File: config.mk
export PLATFORM = sky130hd
export DESIGN_NAME = gcd_rr_scheduler
export DESIGN_NICKNAME = d
export VERILOG_FILES = /design/src/rtl/gcd_sched_pkg.sv /design/src/rtl/gcd_rr_arbiter.sv /design/src/rtl/gcd_rr_scheduler.sv
export SDC_FILE = /design/constraint.sdc
export NUM_CORES = 1
export LEC_CHECK = 0
export ABC_AREA = 1
export CAP_MARGIN = 0
export CELL_PAD_IN_SITES_DETAIL_PLACEMENT = 0
export CELL_PAD_IN_SITES_GLOBAL_PLACEMENT = 1
export CORE_ASPECT_RATIO = 0.6
export CORE_MARGIN = 4
export CORE_UTILIZATION = 33
export DETAILED_ROUTE_END_ITERATION = 12
export GPL_TIMING_DRIVEN = 0
export PLACE_DENSITY = 0.85
export SYNTH_ARGS = -nofsm -noshare
export SYNTH_HDL_FRONTEND = slang
export SYNTH_SLANG_ARGS = --single-unit
File: constraint.sdc
create_clock -name clk -period 8.4 [get_ports clk]
set_clock_uncertainty 0.15 [all_clocks]
set_input_delay 1.26 -clock clk [delete_from_list [all_inputs] [get_ports clk]]
set_output_delay 1.26 -clock clk [all_outputs]
set_load 0.02 [all_outputs]
File: src/rtl/gcd_sched_pkg.sv
// Shared types and defaults for the round-robin GCD scheduler.
package gcd_sched_pkg;

  localparam int unsigned SIZE_DEF  = 8;
  localparam int unsigned N_REQ_DEF = 4;

  typedef enum logic [2:0] {
    IDLE,
    START,
    LDA,
    LDB,
    WAIT,
    RESP,
    CLR
  } state_e;

  // Requester index width, never narrower than one bit.
  function automatic int unsigned id_width(input int unsigned n);
    return (n <= 2) ? 1 : $clog2(n);
  endfunction

endpackage

File: src/rtl/gcd_rr_arbiter.sv
// Round-robin grant: combinational pick from the pointer upward with wrap,
// pointer advances past the winner when the grant is taken.
module gcd_rr_arbiter
  import gcd_sched_pkg::*;
#(
  parameter int unsigned N_REQ = N_REQ_DEF,
  parameter int unsigned ID_W  = id_width(N_REQ)
) (
  input  logic             i_clk,
  input  logic             i_reset,
  input  logic [N_REQ-1:0] i_req_valid,
  input  logic             i_update,
  output logic             o_gnt_vld,
  output logic [ID_W-1:0]  o_gnt_idx,
  output logic [N_REQ-1:0] o_gnt_onehot
);

  logic [ID_W-1:0] r_ptr;
  logic [ID_W:0]   w_sum;
  logic [ID_W-1:0] w_idx;

  always_comb begin
    o_gnt_vld    = 1'b0;
    o_gnt_idx    = '0;
    o_gnt_onehot = '0;
    w_sum        = '0;
    w_idx        = '0;
    for (int unsigned k = 0; k < N_REQ; k++) begin
      w_sum = {1'b0, r_ptr} + (ID_W+1)'(k);
      if (w_sum >= (ID_W+1)'(N_REQ)) begin
        w_sum = w_sum - (ID_W+1)'(N_REQ);
      end
      w_idx = w_sum[ID_W-1:0];
      if (!o_gnt_vld && i_req_valid[w_idx]) begin
        o_gnt_vld = 1'b1;
        o_gnt_idx = w_idx;
      end
    end
    if (o_gnt_vld) begin
      o_gnt_onehot[o_gnt_idx] = 1'b1;
    end
  end

  always_ff @(posedge i_clk) begin
    if (i_reset) begin
      r_ptr <= '0;
    end else if (i_update && o_gnt_vld) begin
      r_ptr <= (o_gnt_idx == ID_W'(N_REQ - 1)) ? '0 : o_gnt_idx + ID_W'(1);
    end
  end

endmodule

File: src/rtl/gcd_rr_scheduler.sv
// Shares one subtractive GCD unit among N_REQ requesters, one job at a time.
// Optional watchdog on the WAIT state: define GCD_SCHED_TIMEOUT_EN.
module gcd_rr_scheduler
  import gcd_sched_pkg::*;
#(
  parameter int unsigned SIZE           = SIZE_DEF,
  parameter int unsigned N_REQ          = N_REQ_DEF,
  parameter int unsigned ID_W           = id_width(N_REQ),
  parameter int unsigned TIMEOUT_CYCLES = 300
) (
  input  logic                  clk,
  input  logic                  reset,
  input  logic [N_REQ-1:0]      req_valid,
  input  logic [N_REQ*SIZE-1:0] req_a,
  input  logic [N_REQ*SIZE-1:0] req_b,
  output logic [N_REQ-1:0]      req_ready,
  output logic                  rsp_valid,
  output logic [ID_W-1:0]       rsp_id,
  output logic [SIZE-1:0]       rsp_data,
  output logic                  rsp_err,
  input  logic                  rsp_ready,
  output logic                  gcd_start,
  output logic                  gcd_reset,
  output logic [SIZE-1:0]       gcd_data_in,
  input  logic [SIZE-1:0]       gcd_data_out,
  input  logic                  gcd_done,
  output logic                  busy
);

  if (N_REQ < 2 || N_REQ > 16 || TIMEOUT_CYCLES == 0) begin : g_bad_cfg
    $error("gcd_rr_scheduler: unsupported parameter set");
  end

  state_e           r_state;
  logic [SIZE-1:0]  r_a;
  logic [SIZE-1:0]  r_b;
  logic [ID_W-1:0]  r_rsp_id;
  logic [SIZE-1:0]  r_rsp_data;
  logic             r_rsp_valid;
  logic             r_gcd_start;
  logic [SIZE-1:0]  r_gcd_data_in;
  logic             r_clr_q;
  logic             r_busy;
  logic             r_bypass;

  logic             w_gnt_vld;
  logic [ID_W-1:0]  w_gnt_idx;
  logic [N_REQ-1:0] w_gnt_onehot;
  logic             w_take;
  logic [SIZE-1:0]  w_a;
  logic [SIZE-1:0]  w_b;

  gcd_rr_arbiter #(
    .N_REQ (N_REQ),
    .ID_W  (ID_W)
  ) u_arb (
    .i_clk        (clk),
    .i_reset      (reset),
    .i_req_valid  (req_valid),
    .i_update     (w_take),
    .o_gnt_vld    (w_gnt_vld),
    .o_gnt_idx    (w_gnt_idx),
    .o_gnt_onehot (w_gnt_onehot)
  );

  // Accept is a same-cycle handshake, so it cannot be delayed a cycle.
  assign w_take    = (r_state == IDLE) && w_gnt_vld && !reset;
  assign req_ready = w_take ? w_gnt_onehot : '0;

  always_comb begin
    w_a = '0;
    w_b = '0;
    for (int unsigned i = 0; i < N_REQ; i++) begin
      if (w_gnt_idx == ID_W'(i)) begin
        w_a = req_a[i*SIZE +: SIZE];
        w_b = req_b[i*SIZE +: SIZE];
      end
    end
  end

  assign rsp_valid   = r_rsp_valid;
  assign rsp_id      = r_rsp_id;
  assign rsp_data    = r_rsp_data;
  assign gcd_start   = r_gcd_start;
  assign gcd_data_in = r_gcd_data_in;
  assign gcd_reset   = reset | r_clr_q;
  assign busy        = r_busy;

`ifdef GCD_SCHED_TIMEOUT_EN
  localparam int unsigned WD_W = $clog2(TIMEOUT_CYCLES + 1);
  logic [WD_W-1:0] r_wd_cnt;
  logic            r_rsp_err;
  assign rsp_err = r_rsp_err;
`else
  assign rsp_err = 1'b0;
`endif

  // Outputs are loaded on the transition so they line up with the state.
  always_ff @(posedge clk) begin
    if (reset) begin
      r_state       <= IDLE;
      r_a           <= '0;
      r_b           <= '0;
      r_rsp_id      <= '0;
      r_rsp_data    <= '0;
      r_rsp_valid   <= 1'b0;
      r_gcd_start   <= 1'b0;
      r_gcd_data_in <= '0;
      r_clr_q       <= 1'b0;
      r_busy        <= 1'b0;
      r_bypass      <= 1'b0;
`ifdef GCD_SCHED_TIMEOUT_EN
      r_wd_cnt      <= '0;
      r_rsp_err     <= 1'b0;
`endif
    end else begin
      case (r_state)
        IDLE: begin
          if (w_take) begin
            r_a      <= w_a;
            r_b      <= w_b;
            r_rsp_id <= w_gnt_idx;
            r_busy   <= 1'b1;
`ifdef GCD_SCHED_TIMEOUT_EN
            r_rsp_err <= 1'b0;
`endif
            // A zero operand would never terminate in the subtractive unit.
            if (w_a == '0 || w_b == '0) begin
              r_bypass    <= 1'b1;
              r_rsp_data  <= w_a | w_b;
              r_rsp_valid <= 1'b1;
              r_state     <= RESP;
            end else begin
              r_bypass    <= 1'b0;
              r_gcd_start <= 1'b1;
              r_state     <= START;
            end
          end
        end
        START: begin
          r_gcd_start   <= 1'b0;
          r_gcd_data_in <= r_a;
          r_state       <= LDA;
        end
        LDA: begin
          r_gcd_data_in <= r_b;
          r_state       <= LDB;
        end
        LDB: begin
          r_gcd_data_in <= '0;
`ifdef GCD_SCHED_TIMEOUT_EN
          r_wd_cnt      <= '0;
`endif
          r_state       <= WAIT;
        end
        WAIT: begin
          if (gcd_done) begin
            r_rsp_data  <= gcd_data_out;
            r_rsp_valid <= 1'b1;
            r_state     <= RESP;
          end
`ifdef GCD_SCHED_TIMEOUT_EN
          else if (r_wd_cnt == WD_W'(TIMEOUT_CYCLES - 1)) begin
            r_rsp_data  <= '0;
            r_rsp_err   <= 1'b1;
            r_rsp_valid <= 1'b1;
            r_state     <= RESP;
          end else begin
            r_wd_cnt <= r_wd_cnt + WD_W'(1);
          end
`endif
        end
        RESP: begin
          if (rsp_ready) begin
            r_rsp_valid <= 1'b0;
            if (r_bypass) begin
              r_busy  <= 1'b0;
              r_state <= IDLE;
            end else begin
              r_clr_q <= 1'b1;
              r_state <= CLR;
            end
          end
        end
        CLR: begin
          r_clr_q <= 1'b0;
          r_busy  <= 1'b0;
          r_state <= IDLE;
        end
        default: r_state <= IDLE;
      endcase
    end
  end

endmodule

**Run 1: where the registers sit**

(4 px per um)
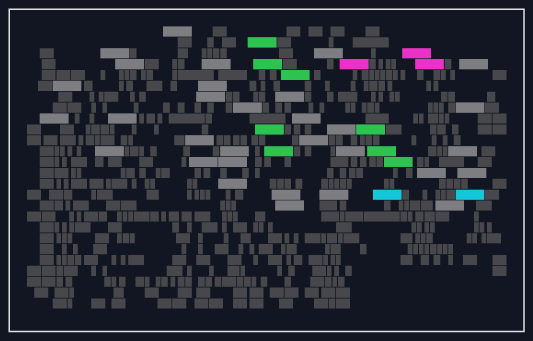
Cyan is u_arb.r_ptr, flops 2. Green is gcd_data_in, flops 8. Magenta is r_state, flops 3.
Another 31 sequential cells are not colored.

**Run 1: track usage over the die**

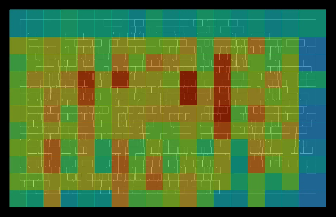
met1 Use GR: 26.29%
GRT met2 Usage: 28.82%
GRT Max-Usage Layer: met2
GRT Resource Usage Total: 18.91%
GR Util met3: 5.914%

**Run 1: M2 wires**

(3 px per um) Cells faint in the background.
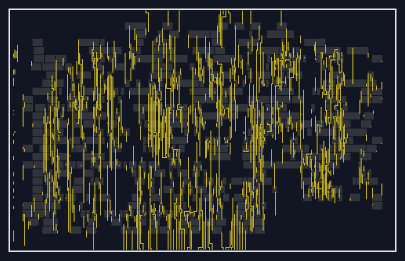
The longest straight run is 29.9 um. The layer holds 41% of the routed length.
DR vias: 3290
final wirelength: 9593 um

==> impl_metrics.py, run 1 <==
# Flow results
metrics = {
    "worst_hold_path": {
        "hold_path_end": "gcd_start",
        "min-delay-start": "gcd_start",
        "hold_class": "reg -> reg",
    },
    "layout": {
        "nonClkBufAreaFrac_pct": 28.56,
        "inv_count": 26,
        "n_fill_cell": 873,
        "nets": 633,
        "flop-count": 44,
        "instances_no_fill": 662,
        "comb_area_share_pct": 41.16,
        "lay_top_cells": "nand2_1 (109), clkdlybuf4s50_1 (105), nor2_1 (59), o21ai_0 (45), dfxtp_1 (44)",
        "n_clock_buffer": 6,
        "seqCellArea_um2": 880.8,
        "clock_area_share_pct": 3.655,
        "areaGrowthSynthToFinish_pct": 46.94,
    },
    "global_routing": {
        "grt_max_degree": 15,
        "antenna_found_initial": 0,
        "grt.overflow.total": 0,
        "grt_pass1_vias": 3189,
        "grt_pass1_wl_um": 15440,
    },
    "floorplanning": {
        "die-area_um2": 10290,
        "io-pin-count": 107,
        "die_y_um": 80.18,
        "initCoreUtil_pct": 33.75,
        "core-area_um2": 8491,
        "fp-row-count": 26,
        "die_width_um": 128.3,
        "num_tap_cells": 112,
    },
    "sta": {
        "finalSetupViolCount": 0,
        "maxSlewViolCount": 0,
        "max_clock_freq_mhz": 182.9,
        "post-route-period-util_pct": 65.09,
        "tightest_slew_ns": 0.6605,
        "fin_tns_setup_ns": 0,
        "holdWs_ns": 0.3000,
        "slew_headroom_pct": 55.80,
        "worst_slack_ns": 2.933,
    },
    "outcome": {
        "status": "completed",
    },
    "route": {
        "detail-route-antenna-nets": 0,
        "drc_errors": 0,
        "wl_per_cell_um": 14.49,
        "dr.pass1.iters": 5,
    },
    "setup_path": {
        "worstPathArrival_ns": 4.06,
        "critPathKind": "in -> out",
        "crit_buf_inv": 7,
        "cp-startpoint": "req_valid[2]",
        "path_cells": "clkdlybuf4s50_1, nand2_1, a21oi_1, a21oi_1, o21bai_1, xor2_1, inv_1, nand2_1, inv_1, ha_1, buf_2, buf_4, inv_1, nor2_1, clkdlybuf4s50_1",
        "slowest_delay_ns": 0.61,
        "crit_family": "buffers and inverters",
        "crit_path_frequent_cell": "inv_1",
        "regToRegSetupSlack_ns": 4.52,
        "critPathSlowestCell": "clkdlybuf4s50_1",
        "reg2reg_from": "u_arb.r_ptr[0]",
    },
    "synthesis": {
        "synth_stat.cells": 437,
        "ff_type": "dfxtp_1",
        "ys_area_um2": 2865,
        "ys_ff": 44,
        "netlist_area_um2": 2865,
        "ys_warn_count": 0,
        "ys_types": 37,
        "synth_seq_share_pct": 30.74,
    },
    "cts": {
        "cts_root_buffer": "clkbuf_16",
        "path_clk_slew_ns": 0.06,
        "cts_buffer_depth": 2,
        "clock-sinks": 44,
        "htree_num_levels": 2,
        "numCtsBuffers": 5,
        "ctsResizeCount": 0,
        "clk_latency_ns": 0.30,
        "hold_buffers": 0,
    },
    "job": {
        "tool_warnings": 29,
    },
    "power": {
        "total_power_mw": 2.096,
        "peakVddDrop_mv": 0.1914,
    },
    "place": {
        "dpl_cell_area_um2": 4056,
        "placed_cells": 654,
        "gp_congestion": 0.8530,
        "dpl.hpwl_um": 7626,
        "dp_slack_ns": 2.972,
    },
}
run 1: cells by family (layout without fill, tap and decap cells):
logic type	count (synthesis)	count (layout)	synth area share (%)
adders and majority gates	4	4	1.747
AOI/OAI and AO/OA	106	106	22.10
DFF	44	44	30.74
and+or+nand+nor	231	231	35.59
other	1	1	0.1309
buffers and inverters	48	161	8.777
xor gates and xnor gates	3	3	0.9172
run 1: synthesized netlist by cell type, types with 3 or more instances:
master | n | area, um^2
a21boi_2 | 9 | 101.4
inv_1 | 21 | 78.83
dfxtp_1 | 44 | 880.8
clkbuf_1 | 6 | 22.52
nor2_1 | 59 | 221.5
nand2_1 | 109 | 409.1
inv_2 | 4 | 15.01
a31oi_1 | 4 | 25.02
nor3_1 | 3 | 15.01
nor2_2 | 12 | 75.07
o21ai_0 | 45 | 225.2
ha_1 | 4 | 50.05
nand3_1 | 37 | 185.2
a21boi_1 | 5 | 37.54
buf_6 | 7 | 78.83
a21oi_1 | 35 | 175.2
buf_2 | 7 | 35.03
run 1: worst min-delay path: cells and delay by family (launching register included):
family	cells	cell delay [ns]
DFF	1	0.31
buffers and inverters	1	0.05
AOI/OAI and AO/OA	1	0.05
run 1: metal layers:
layer / wire (um) / vias to the layer above / global-route usage [%]
li1: - / 1658 / -
met1: 4759 / 1503 / 26.29
met3: 799 / 8 / 5.914
met5: 0 / - / 0
met2: 3964 / 121 / 28.82
met4: 70 / 0 / 3.602
run 1: registers in the layout, indices dropped and copies added (netlist names):
name	flops
gcd_data_in	8
r_a	8
r_b	8
rsp_data	8
r_state	3
rsp_id	2
u_arb.r_ptr	2
busy	1
gcd_start	1
r_bypass	1
r_clr_q	1
rsp_valid	1
run 1: power by group:
group	switching (mW)	internal, mW
logic	1.01	0.566
clock network	0.0872	0.118
registers	0.0334	0.276
**Run 1: a small window of the routed layout**

Window x 44 to 84, y 36 to 76 um. Cells in gray, sequential cells in the stronger gray; small squares are vias.
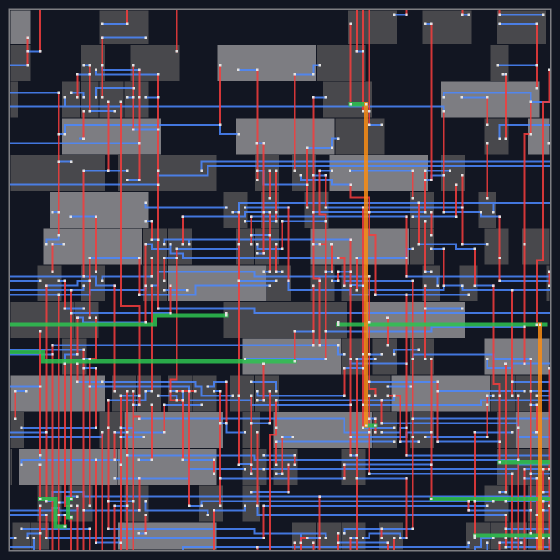

## Run 2: what changed since run 1
--- a/config.mk
+++ b/config.mk
@@ -11,10 +11,10 @@
 export CELL_PAD_IN_SITES_GLOBAL_PLACEMENT = 1
 export CORE_ASPECT_RATIO = 0.6
 export CORE_MARGIN = 4
-export CORE_UTILIZATION = 33
+export CORE_UTILIZATION = 27
 export DETAILED_ROUTE_END_ITERATION = 12
 export GPL_TIMING_DRIVEN = 0
-export PLACE_DENSITY = 0.85
+export PLACE_DENSITY = 0.74
 export SYNTH_ARGS = -nofsm -noshare
 export SYNTH_HDL_FRONTEND = slang
 export SYNTH_SLANG_ARGS = --single-unit
==> constraint.sdc (replaced) <==
create_clock -name clk -period 4.4 [get_ports clk]
set_clock_uncertainty 0.15 [all_clocks]
set_input_delay 0.66 -clock clk [delete_from_list [all_inputs] [get_ports clk]]
set_output_delay 0.66 -clock clk [all_outputs]
set_load 0.02 [all_outputs]
**Run 2: a small window of the routed layout**

Window x 50 to 90, y 41 to 81 um. Cells in gray, sequential cells in the stronger gray; small squares are vias.
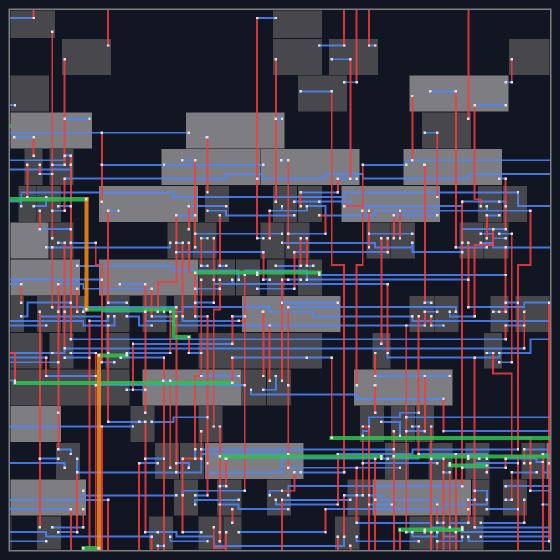
Blue is met1. Green is met3. Orange is met4. Red is met2.
Sequential cells in the window: 17. 92 logic cells have their middle in the window. Most frequent: o21ai_0 (26), nand3_1 (17), dfxtp_1 (17). Netlist names of flops here include gcd_data_in (6), r_a (5), r_b (5).

==> run 2 against run 1 <==
Against the previous run: area after synthesis did not move; first-iteration DRC count fell by 40%; cell area rose by 1.4%.
==> impl_metrics.py, run 2 <==
# Flow results
metrics = {
    "power": {
        "total_power_mw": 4.061,
        "pwr.group.sequential_uw": 591,
        "comb_power_mw": 3.04,
        "p_clk_share_pct": 10.6,
        "p_seq_share_pct": 14.6,
        "power_switching_mw": 2.176,
        "power.internal_mw": 1.885,
        "power.group.top": "combinational cells",
        "switching_share_pct": 53.59,
        "power_frac_comb_pct": 74.8,
        "peakVddDrop_mv": 0.3085,
    },
    "floorplanning": {
        "fp-row-count": 28,
        "core-area_um2": 10090,
        "initCoreUtil_pct": 28.40,
        "die_width_um": 141.0,
        "io-pin-count": 107,
        "die_y_um": 87.80,
    },
    "cts": {
        "cts_root_buffer": "clkbuf_16",
        "path_clk_slew_ns": 0.06,
        "htree_num_levels": 2,
        "clock-sinks": 44,
        "numCtsBuffers": 5,
        "clk_latency_ns": 0.29,
        "cts_buffer_depth": 2,
    },
    "sta": {
        "max_clock_freq_mhz": 244.3,
        "maxSlewViolCount": 0,
        "post-route-period-util_pct": 93.03,
        "tightest_slew_ns": 0.6764,
        "finalSetupViolCount": 0,
        "worst_slack_ns": 0.3068,
        "holdWs_ns": 0.3047,
        "slew_headroom_pct": 54.74,
        "fin_tns_setup_ns": 0,
    },
    "synthesis": {
        "synth_stat.cells": 437,
        "ys_ff": 44,
        "synth_top_cell_by_area": "dfxtp_1",
        "ff_type": "dfxtp_1",
        "synth_seq_share_pct": 30.74,
        "netlist_area_um2": 2865,
        "top_area_share_pct": 30.74,
        "ys_types": 37,
        "area_leaders": "dfxtp_1 (31%), nand2_1 (14%), o21ai_0 (7.9%), nor2_1 (7.7%), nand3_1 (6.5%)",
        "top_cells_by_count": "nand2_1 (109), nor2_1 (59), o21ai_0 (45)",
        "ys_warn_count": 0,
        "synthMostInstantiatedCell": "nand2_1",
        "ys_area_um2": 2865,
    },
    "setup_path": {
        "critPathKind": "in -> out",
        "worstPathArrival_ns": 3.28,
        "crit_family": "buffers and inverters",
        "worst_ep_required_time_ns": 3.59,
        "critPathSlowestCell": "clkdlybuf4s50_1",
        "slowest_delay_ns": 0.61,
        "path_cells": "clkdlybuf4s50_1, nand2_1, a21oi_1, a21oi_2, o21bai_1, xor2_1, inv_1, nand2_1, ha_1, buf_2, inv_1, nor2_1, clkdlybuf4s50_1",
        "crit_buf_inv": 5,
    },
    "place": {
        "gp_congestion": 0.8961,
        "placed_cells": 677,
        "dp_slack_ns": -0.1363,
        "dpl_cell_area_um2": 4085,
    },
    "route": {
        "detail-route-antenna-nets": 0,
        "totalWireLength_um": 9944,
        "num_vias": 3194,
        "drc_errors": 0,
        "dr.pass1.iters": 4,
    },
    "job": {
        "tool_warnings": 29,
    },
    "layout": {
        "areaGrowthSynthToFinish_pct": 49.00,
        "nets": 633,
        "lay_top_cells": "nand2_1 (109), clkdlybuf4s50_1 (103), nor2_1 (59), o21ai_0 (45), dfxtp_1 (44)",
        "instances_no_fill": 685,
    },
    "global_routing": {
        "grt_max_degree": 15,
        "track_usage_pct": 16.10,
        "antenna_found_initial": 0,
        "grt_pass1_vias": 3216,
        "grt_pass1_wl_um": 15880,
    },
    "outcome": {
        "status": "completed",
    },
    "worst_hold_path": {
        "hold_class": "reg -> reg",
    },
}
-- run 2: netlist changes by cell type in the layout (fill, tap and decap cells not counted), sizes merged --
| cell | change |
|---|---|
| bufinv | +1 |
| clkinv | +1 |
| clkinvlp | -1 |
| clkbuf | -1 |
| clkdlybuf4s50 | -2 |
| dlymetal6s2s | +2 |
-- run 2: worst min-delay path, cell delays in order (launching register included) --
cell     delay, ns
dfxtp_1       0.31
inv_1         0.05
a21oi_1       0.05
-- run 2: repair_timing --
action / 4_1_cts / 5_1_grt
gates resized: 0 / 6
endpoints found under the setup margin: 0 / 10
hold buffers: 0 / 0
-- run 2: final timing paths --
kind	start	endpoint	slack, ns	cells after the start
max	req_valid[3]	req_ready[0]	0.31	13
min	gcd_start	gcd_start	0.30	2
max reg2reg	u_arb.r_ptr[0]	rsp_data[4]	0.73	25
min reg2reg	gcd_start	gcd_start	0.30	2
-- run 2: cells by family (layout without fill, tap and decap cells) --
kind of cell    after synthesis  in the layout  synth area share, %
xor+xnor                      3              3               0.9172
simple gates                231            231                35.59
other cells                   1              1               0.1309
buf+inv                      48            161                8.777
compound gates              106            106                22.10
flops                        44             44                30.74
fa+ha+maj                     4              4                1.747
-- run 2: area by class of cell --
type	count	area [um^2]
Buffer	22	151.4
Clock buffer	5	125.1
Clock inverter	3	42.54
Fill cell	1063	5821
Inverter	26	100.1
Multi-Input combinational cell	345	1744
Sequential cell	44	880.8
Tap cell	135	168.9
Timing Repair Buffer	105	1056
-- run 2: per-layer routing --
layer	global-route usage, %	up-vias	wire length (um)
li1	-	1656	-
met1	21.78	1422	4923
met2	25.00	106	4083
met3	5.728	10	860
met4	3.254	0	76
met5	0	-	0
Power is estimated from default activity; no workload was simulated.
